**src/rtl/gpp_comm_buffer_if.sv**
```systemverilog
// Signal bundle between the GPP, the comm packet buffer and the photonic link.
// slave: buffer side; master: GPP/link side.
interface gpp_comm_buffer_if;
    logic        gpp_trf_dp;
    logic [15:0] gpp_tx_data;
    logic        gpp_trf_cp;
    logic        enable_rtr;
    logic        gpp_rtr_cp;
    logic [15:0] RAM_rx_data_out;
    logic        data_rx_flag;
    logic [15:0] net_tx_data;
    logic        net_tx_valid;
    logic        net_tx_last;
    logic        net_tx_ready;
    logic [15:0] net_rx_data;
    logic        net_rx_valid;
    logic        net_rx_last;

    modport slave (
        input  gpp_trf_dp, gpp_tx_data, enable_rtr, gpp_rtr_cp,
               net_tx_ready, net_rx_data, net_rx_valid, net_rx_last,
        output gpp_trf_cp, RAM_rx_data_out, data_rx_flag,
               net_tx_data, net_tx_valid, net_tx_last
    );

    modport master (
        output gpp_trf_dp, gpp_tx_data, enable_rtr, gpp_rtr_cp,
               net_tx_ready, net_rx_data, net_rx_valid, net_rx_last,
        input  gpp_trf_cp, RAM_rx_data_out, data_rx_flag,
               net_tx_data, net_tx_valid, net_tx_last
    );
endinterface

```
**src/rtl/gpp_comm_buffer.sv**
```systemverilog
// Packet buffer between GPP and photonic link: whole-packet TX streaming, whole-packet RX admission.
// Optional COMM_DROP_COUNT_EN adds a saturating count of discarded RX packets.
module gpp_comm_buffer #(
    parameter int unsigned PKT_WORDS = 4,
    parameter int unsigned DEPTH     = 16
) (
    input  logic              clk,
    input  logic              rst,
`ifdef COMM_DROP_COUNT_EN
    output logic [7:0]        rx_drop_count,
`endif
    gpp_comm_buffer_if.slave  bus
);
    localparam int unsigned PW  = $clog2(DEPTH);
    localparam int unsigned CW  = $clog2(DEPTH + 1);
    localparam int unsigned BW  = $clog2(PKT_WORDS);
    localparam int unsigned RBW = $clog2(PKT_WORDS + 2);
    localparam int unsigned NW  = $clog2(DEPTH / PKT_WORDS + 1);

    localparam logic [CW-1:0]  CNT_FULL     = CW'(DEPTH);
    localparam logic [CW-1:0]  CNT_PKT      = CW'(PKT_WORDS);
    localparam logic [CW-1:0]  RX_ADMIT_MAX = CW'(DEPTH - PKT_WORDS);
    localparam logic [BW-1:0]  BEAT_LAST    = BW'(PKT_WORDS - 1);
    localparam logic [BW-1:0]  BEAT_PENULT  = BW'(PKT_WORDS - 2);
    localparam logic [RBW-1:0] RX_PKT       = RBW'(PKT_WORDS);

    typedef enum logic       {TX_IDLE, TX_SEND} tx_state_t;
    typedef enum logic [1:0] {RX_IDLE, RX_ACCEPT, RX_DISCARD} rx_state_t;

    // ---------------- TX ----------------
    logic [15:0]   tx_mem [DEPTH];
    tx_state_t     tx_state, tx_state_d;
    logic [PW-1:0] tx_wr, tx_rd, tx_rd_d;
    logic [CW-1:0] tx_count, tx_count_d;
    logic [BW-1:0] tx_beat, tx_beat_d;
    logic [15:0]   tx_data_d;
    logic          tx_valid_d, tx_last_d;
    logic          tx_push, tx_pop;

    assign tx_push = bus.gpp_trf_dp && (tx_count != CNT_FULL);
    assign tx_pop  = (tx_state == TX_SEND) && bus.net_tx_ready;

    always_ff @(posedge clk) begin
        if (tx_push) tx_mem[tx_wr] <= bus.gpp_tx_data;
    end

    // Next word is preloaded on each handshake so the stream has no bubbles.
    always_comb begin
        tx_state_d = tx_state;
        tx_rd_d    = tx_rd;
        tx_beat_d  = tx_beat;
        tx_data_d  = bus.net_tx_data;
        tx_valid_d = bus.net_tx_valid;
        tx_last_d  = bus.net_tx_last;
        tx_count_d = tx_count + CW'(tx_push) - CW'(tx_pop);
        case (tx_state)
            TX_IDLE: begin
                if (tx_count >= CNT_PKT) begin
                    tx_state_d = TX_SEND;
                    tx_data_d  = tx_mem[tx_rd];
                    tx_valid_d = 1'b1;
                    tx_last_d  = 1'b0;
                    tx_beat_d  = '0;
                end
            end
            TX_SEND: begin
                if (tx_pop) begin
                    tx_rd_d = tx_rd + PW'(1);
                    if (tx_beat == BEAT_LAST) begin
                        tx_state_d = TX_IDLE;
                        tx_valid_d = 1'b0;
                        tx_last_d  = 1'b0;
                        tx_beat_d  = '0;
                    end else begin
                        tx_beat_d = tx_beat + BW'(1);
                        tx_data_d = tx_mem[tx_rd + PW'(1)];
                        tx_last_d = (tx_beat == BEAT_PENULT);
                    end
                end
            end
            default: tx_state_d = TX_IDLE;
        endcase
    end

    always_ff @(posedge clk or posedge rst) begin
        if (rst) begin
            tx_state         <= TX_IDLE;
            tx_wr            <= '0;
            tx_rd            <= '0;
            tx_count         <= '0;
            tx_beat          <= '0;
            bus.net_tx_data  <= '0;
            bus.net_tx_valid <= 1'b0;
            bus.net_tx_last  <= 1'b0;
            bus.gpp_trf_cp   <= 1'b1;
        end else begin
            tx_state         <= tx_state_d;
            tx_wr            <= tx_wr + PW'(tx_push);
            tx_rd            <= tx_rd_d;
            tx_count         <= tx_count_d;
            tx_beat          <= tx_beat_d;
            bus.net_tx_data  <= tx_data_d;
            bus.net_tx_valid <= tx_valid_d;
            bus.net_tx_last  <= tx_last_d;
            bus.gpp_trf_cp   <= (tx_count_d != CNT_FULL);
        end
    end

    // ---------------- RX ----------------
    logic [15:0]    rx_mem [DEPTH];
    rx_state_t      rx_state, rx_state_d;
    logic [PW-1:0]  rx_wr, rx_wr_d, rx_rd, pkt_start, pkt_start_d;
    logic [CW-1:0]  rx_count, rx_count_d;
    logic [NW-1:0]  pkt_count, pkt_count_d;
    logic [RBW-1:0] rx_beat, rx_beat_d, rx_new_beat;
    logic [BW-1:0]  pop_beat;
    logic           rx_we, rx_commit, rx_room, rx_err, rx_pop, pkt_dec;

    assign rx_new_beat = rx_beat + RBW'(1);
    assign rx_room     = bus.enable_rtr && (rx_count <= RX_ADMIT_MAX);
    // Length error: single-word packet, early last, or a word past PKT_WORDS.
    assign rx_err = bus.net_rx_valid &&
                    (((rx_state == RX_IDLE) && rx_room && bus.net_rx_last) ||
                     ((rx_state == RX_ACCEPT) &&
                      (bus.net_rx_last ? (rx_new_beat != RX_PKT) : (rx_new_beat > RX_PKT))));

    always_ff @(posedge clk) begin
        if (rx_we) rx_mem[rx_wr] <= bus.net_rx_data;
    end

    assign bus.RAM_rx_data_out = rx_mem[rx_rd];

    always_comb begin
        rx_state_d  = rx_state;
        rx_wr_d     = rx_wr;
        pkt_start_d = pkt_start;
        rx_beat_d   = rx_beat;
        rx_we       = 1'b0;
        rx_commit   = 1'b0;
        case (rx_state)
            RX_IDLE: begin
                if (bus.net_rx_valid) begin
                    if (!rx_room) begin
                        rx_state_d = bus.net_rx_last ? RX_IDLE : RX_DISCARD;
                    end else if (!rx_err) begin
                        rx_we       = 1'b1;
                        pkt_start_d = rx_wr;
                        rx_wr_d     = rx_wr + PW'(1);
                        rx_beat_d   = RBW'(1);
                        rx_state_d  = RX_ACCEPT;
                    end
                end
            end
            RX_ACCEPT: begin
                if (bus.net_rx_valid) begin
                    if (rx_err) begin
                        rx_wr_d    = pkt_start;
                        rx_state_d = bus.net_rx_last ? RX_IDLE : RX_DISCARD;
                    end else begin
                        rx_we     = 1'b1;
                        rx_wr_d   = rx_wr + PW'(1);
                        rx_beat_d = rx_new_beat;
                        if (bus.net_rx_last) begin
                            rx_commit  = 1'b1;
                            rx_state_d = RX_IDLE;
                        end
                    end
                end
            end
            RX_DISCARD: begin
                if (bus.net_rx_valid && bus.net_rx_last) rx_state_d = RX_IDLE;
            end
            default: rx_state_d = RX_IDLE;
        endcase
    end

    // Pops only reach committed words; every PKT_WORDS-th pop retires one packet.
    assign rx_pop      = bus.gpp_rtr_cp && (pkt_count != '0);
    assign pkt_dec     = rx_pop && (pop_beat == BEAT_LAST);
    assign rx_count_d  = rx_count + (rx_commit ? CNT_PKT : '0) - CW'(rx_pop);
    assign pkt_count_d = pkt_count + NW'(rx_commit) - NW'(pkt_dec);

    always_ff @(posedge clk or posedge rst) begin
        if (rst) begin
            rx_state         <= RX_IDLE;
            rx_wr            <= '0;
            rx_rd            <= '0;
            pkt_start        <= '0;
            rx_count         <= '0;
            pkt_count        <= '0;
            rx_beat          <= '0;
            pop_beat         <= '0;
            bus.data_rx_flag <= 1'b0;
        end else begin
            rx_state         <= rx_state_d;
            rx_wr            <= rx_wr_d;
            rx_rd            <= rx_rd + PW'(rx_pop);
            pkt_start        <= pkt_start_d;
            rx_count         <= rx_count_d;
            pkt_count        <= pkt_count_d;
            rx_beat          <= rx_beat_d;
            pop_beat         <= pkt_dec ? '0 : pop_beat + BW'(rx_pop);
            bus.data_rx_flag <= (pkt_count_d != '0);
        end
    end

`ifdef COMM_DROP_COUNT_EN
    logic rx_drop;
    assign rx_drop = rx_err || ((rx_state == RX_IDLE) && bus.net_rx_valid && !rx_room);

    always_ff @(posedge clk or posedge rst) begin
        if (rst)                                  rx_drop_count <= '0;
        else if (rx_drop && rx_drop_count != 8'hFF) rx_drop_count <= rx_drop_count + 8'd1;
    end
`endif
endmodule

```
**src/flat_wrapper.sv**
```systemverilog
// flat-port wrapper written by rule: the top's interface ports become plain ports
module gpp_comm_buffer_flat 
#(
    parameter int unsigned PKT_WORDS = 4,
    parameter int unsigned DEPTH     = 16
)
  (clk, rst, bus_gpp_trf_dp, bus_gpp_tx_data, bus_enable_rtr, bus_gpp_rtr_cp, bus_net_tx_ready, bus_net_rx_data, bus_net_rx_valid, bus_net_rx_last, bus_gpp_trf_cp, bus_RAM_rx_data_out, bus_data_rx_flag, bus_net_tx_data, bus_net_tx_valid, bus_net_tx_last);
  gpp_comm_buffer_if bus_i ();
  input  logic clk;
  input  logic rst;
  input wire logic [$bits(bus_i.gpp_trf_dp)-1:0] bus_gpp_trf_dp;
  input wire logic [$bits(bus_i.gpp_tx_data)-1:0] bus_gpp_tx_data;
  input wire logic [$bits(bus_i.enable_rtr)-1:0] bus_enable_rtr;
  input wire logic [$bits(bus_i.gpp_rtr_cp)-1:0] bus_gpp_rtr_cp;
  input wire logic [$bits(bus_i.net_tx_ready)-1:0] bus_net_tx_ready;
  input wire logic [$bits(bus_i.net_rx_data)-1:0] bus_net_rx_data;
  input wire logic [$bits(bus_i.net_rx_valid)-1:0] bus_net_rx_valid;
  input wire logic [$bits(bus_i.net_rx_last)-1:0] bus_net_rx_last;
  output wire logic [$bits(bus_i.gpp_trf_cp)-1:0] bus_gpp_trf_cp;
  output wire logic [$bits(bus_i.RAM_rx_data_out)-1:0] bus_RAM_rx_data_out;
  output wire logic [$bits(bus_i.data_rx_flag)-1:0] bus_data_rx_flag;
  output wire logic [$bits(bus_i.net_tx_data)-1:0] bus_net_tx_data;
  output wire logic [$bits(bus_i.net_tx_valid)-1:0] bus_net_tx_valid;
  output wire logic [$bits(bus_i.net_tx_last)-1:0] bus_net_tx_last;
  assign bus_i.gpp_trf_dp = bus_gpp_trf_dp;
  assign bus_i.gpp_tx_data = bus_gpp_tx_data;
  assign bus_i.enable_rtr = bus_enable_rtr;
  assign bus_i.gpp_rtr_cp = bus_gpp_rtr_cp;
  assign bus_i.net_tx_ready = bus_net_tx_ready;
  assign bus_i.net_rx_data = bus_net_rx_data;
  assign bus_i.net_rx_valid = bus_net_rx_valid;
  assign bus_i.net_rx_last = bus_net_rx_last;
  assign bus_gpp_trf_cp = bus_i.gpp_trf_cp;
  assign bus_RAM_rx_data_out = bus_i.RAM_rx_data_out;
  assign bus_data_rx_flag = bus_i.data_rx_flag;
  assign bus_net_tx_data = bus_i.net_tx_data;
  assign bus_net_tx_valid = bus_i.net_tx_valid;
  assign bus_net_tx_last = bus_i.net_tx_last;
  gpp_comm_buffer #(.PKT_WORDS(PKT_WORDS), .DEPTH(DEPTH)) u_core (.clk(clk), .rst(rst), .bus(bus_i));
endmodule
```
**config.mk**
```make
export PLATFORM = sky130hd
export DESIGN_NAME = gpp_comm_buffer_flat
export DESIGN_NICKNAME = d
export VERILOG_FILES = /design/src/rtl/gpp_comm_buffer_if.sv /design/src/rtl/gpp_comm_buffer.sv /design/src/flat_wrapper.sv
export SDC_FILE = /design/constraint.sdc
export NUM_CORES = 1
export LEC_CHECK = 0
export CAP_MARGIN = 20
export CORE_MARGIN = 3
export CORE_UTILIZATION = 55
export CTS_CLUSTER_SIZE = 14
export DETAILED_ROUTE_END_ITERATION = 8
export GPL_ROUTABILITY_DRIVEN = 0
export PLACE_DENSITY = 0.72
export SYNTH_ARGS = -nofsm -noshare
export SYNTH_HDL_FRONTEND = slang
export SYNTH_SLANG_ARGS = --single-unit
```
**constraint.sdc**
```tcl
create_clock -name clk -period 3.45 [get_ports clk]
set_clock_uncertainty 0.15 [all_clocks]
set_input_delay 0.5175 -clock clk [delete_from_list [all_inputs] [get_ports clk]]
set_output_delay 0.5175 -clock clk [all_outputs]
set_load 0.03 [all_outputs]
```
### Cell placement

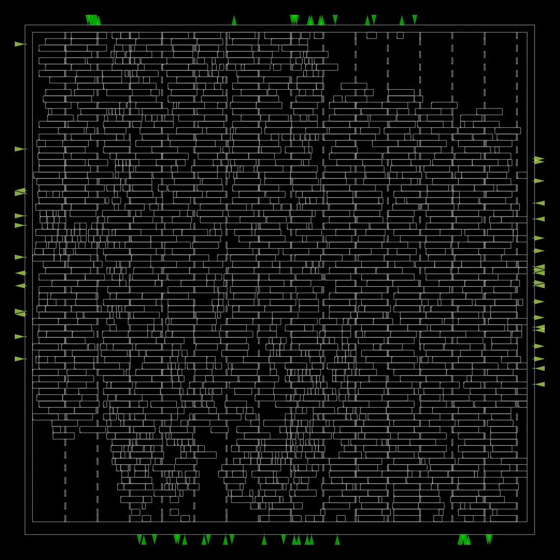
Fill cells: 2956
core area: 44300 um^2
Seq/total area: 58.7%
Finished Layout Cells: 2080
Final Core Density: 65.2%

### Sequential cells coloured by netlist name

Scale bar: 50 um.
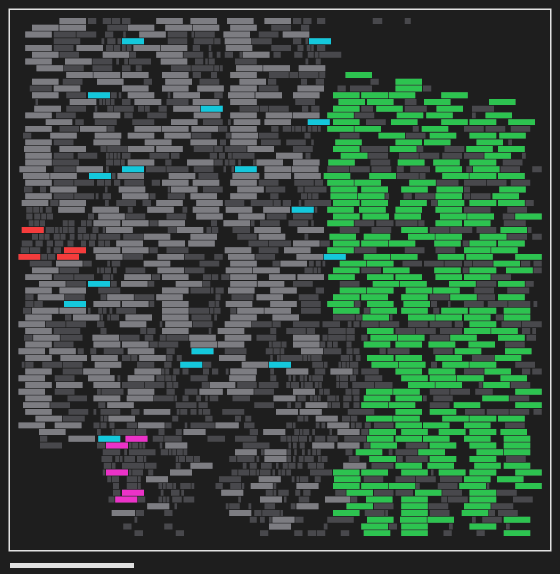
u_core.tx_count: marked magenta, flops 5, where south-west. u_core.rx_mem: marked green, flops 256. u_core.bus.net_tx_data: marked cyan, flops 16. u_core.tx_wr: marked red, flops 4, where west.
Another 294 sequential cells are not coloured.
register area: 17000 um^2
Power Sequential: 0.00895 W

### Signal metal coverage by tile

The die is cut into 22 by 22 equal tiles; dark blue is low, red is high, scaled to the fullest tile. Values are wire area over tile area, all layers added.
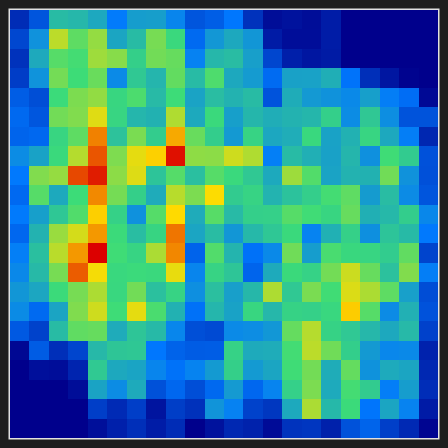
The fullest tile reaches 0.51. 24% of the tiles are over half the peak. The emptiest ninth of the die: north-east. The densest ninth of the die: west. 6.8% of the tiles are nearly empty. The mean over all tiles is 0.19.
post-DR wirelength/cell: 26.7 um
total wire length: 55500 um
DR vias: 13000
GRT Total Usage: 24.0%

### Clock wires, drivers and flops

Scale bar: 50 um.
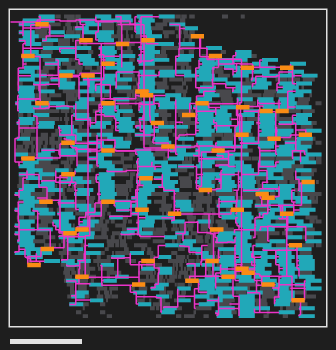
flip-flops: marked cyan, count 575. clock wires: marked magenta, length 6180 um. clock-net drivers: marked orange, count 58.
Position of the flops: all over the die.
clock network fraction of design power: 25.7%
clk pwr: 0.00662 W
Skew-Pair Late Insertion Delay: 610 ps

### Cells by drive strength

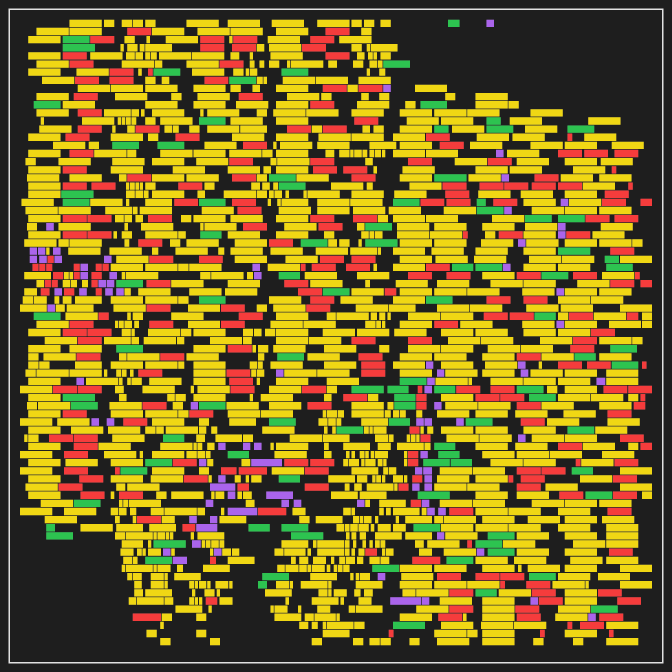
x2: marked red, cells 254. x6 and larger: marked green, cells 97. x3 and x4: marked purple, cells 86. x1 and smaller: marked yellow, cells 1050.
area grow syn2layout: 16.9%
Non-clock buffers: 166
setup ws final: 89.2 ps
fin area: 28900 um^2

==> flow_metrics.tcl <==
# metrics dict for downstream scripts
set metrics [dict create \
    path_cells "buf_12, buf_12, mux4_2, mux4_2, buf_4" \
    ys_cells 1282 \
    hold_viol 0 \
    grt_max_degree 83 \
    async_flop_share_pct 11.0 \
    die_x_um 218 \
    crit_end "bus_RAM_rx_data_out[11]" \
    vdd_ir_drop_max_v 0.000582 \
    wl_met1_um 21200 \
    critPathBufInv 3 \
    die-area_um2 47500 \
    fp_nets 1354 \
    synth_seq_share_pct 68.6 \
    finalCritPeriodShare_pct 97.4 \
    powerDensity_nw_per_um2 892 \
    yosys.area_share.simple_pct 3.55 \
    yosysWarnings 0 \
    antenna_cells 1 \
    critPathLaunchType "register" \
    clockBufferDepth 3 \
    worst_pin_slew_ps 685 \
    synth_cells 1282 \
    muxShareOfSynthArea_pct 19.9 \
    arrival_ps 2690 \
    comb-cell-share_pct 25.3 \
    p_int_w 0.0175 \
    pwr-share-comb_pct 39.6 \
    rows 77 \
    post-place-cells 1956 \
    ys_area_um2 24700 \
    setup-violations-final 0 \
    gr-total-overflow 0 \
    vias_per_cell 6.23 \
    drtIter0Drc 1388 \
    ys_sh_aoi_pct 3.19 \
    top_cell_area_share_pct 62.2 \
    area_dominant_class "sequential cells" \
    place_ws_ps 231 \
    cts_resized 37 \
    final_antenna_net_count 0 \
    outcome "finished clean" \
    gr-usage-met2_pct 41.8 \
    crit_cells 5 \
    yosys-top-cells-count "edfxtp_1 (512), mux4_2 (193), dfrtp_1 (62), inv_1 (52), mux2i_1 (52)" \
    syn-cell-area_um2 24700 \
    buffer_area_share_pct 5.66 \
    cts_tree "built" \
    wl_met2_um 29200 \
    xor_area_share_pct 0.749 \
    ff_count 575 \
    lay_top_count "edfxtp_1" \
    clock_buffers 68 \
    fin_setup_tns_ps 0 \
    power.switching_w 0.00832 \
    drive_gt1_share_pct 29.4 \
    grtUsageMet3_pct 4.03 \
    grt_setup_unrepaired "no" \
    maxCapViolations 0 \
    edf_count 512 \
    worstSetupPathType "reg -> out" \
    slowest_delay_ps 560 \
    grtUsageMet1_pct 31.0 \
    leakage_nw 9.87 \
    clk_share_pct 7.10 \
    top_cell "edfxtp_1" \
    syn_area_per_cell_um2 19.3 \
]
Power figures rest on the tool's default switching activity, not on a simulated workload.
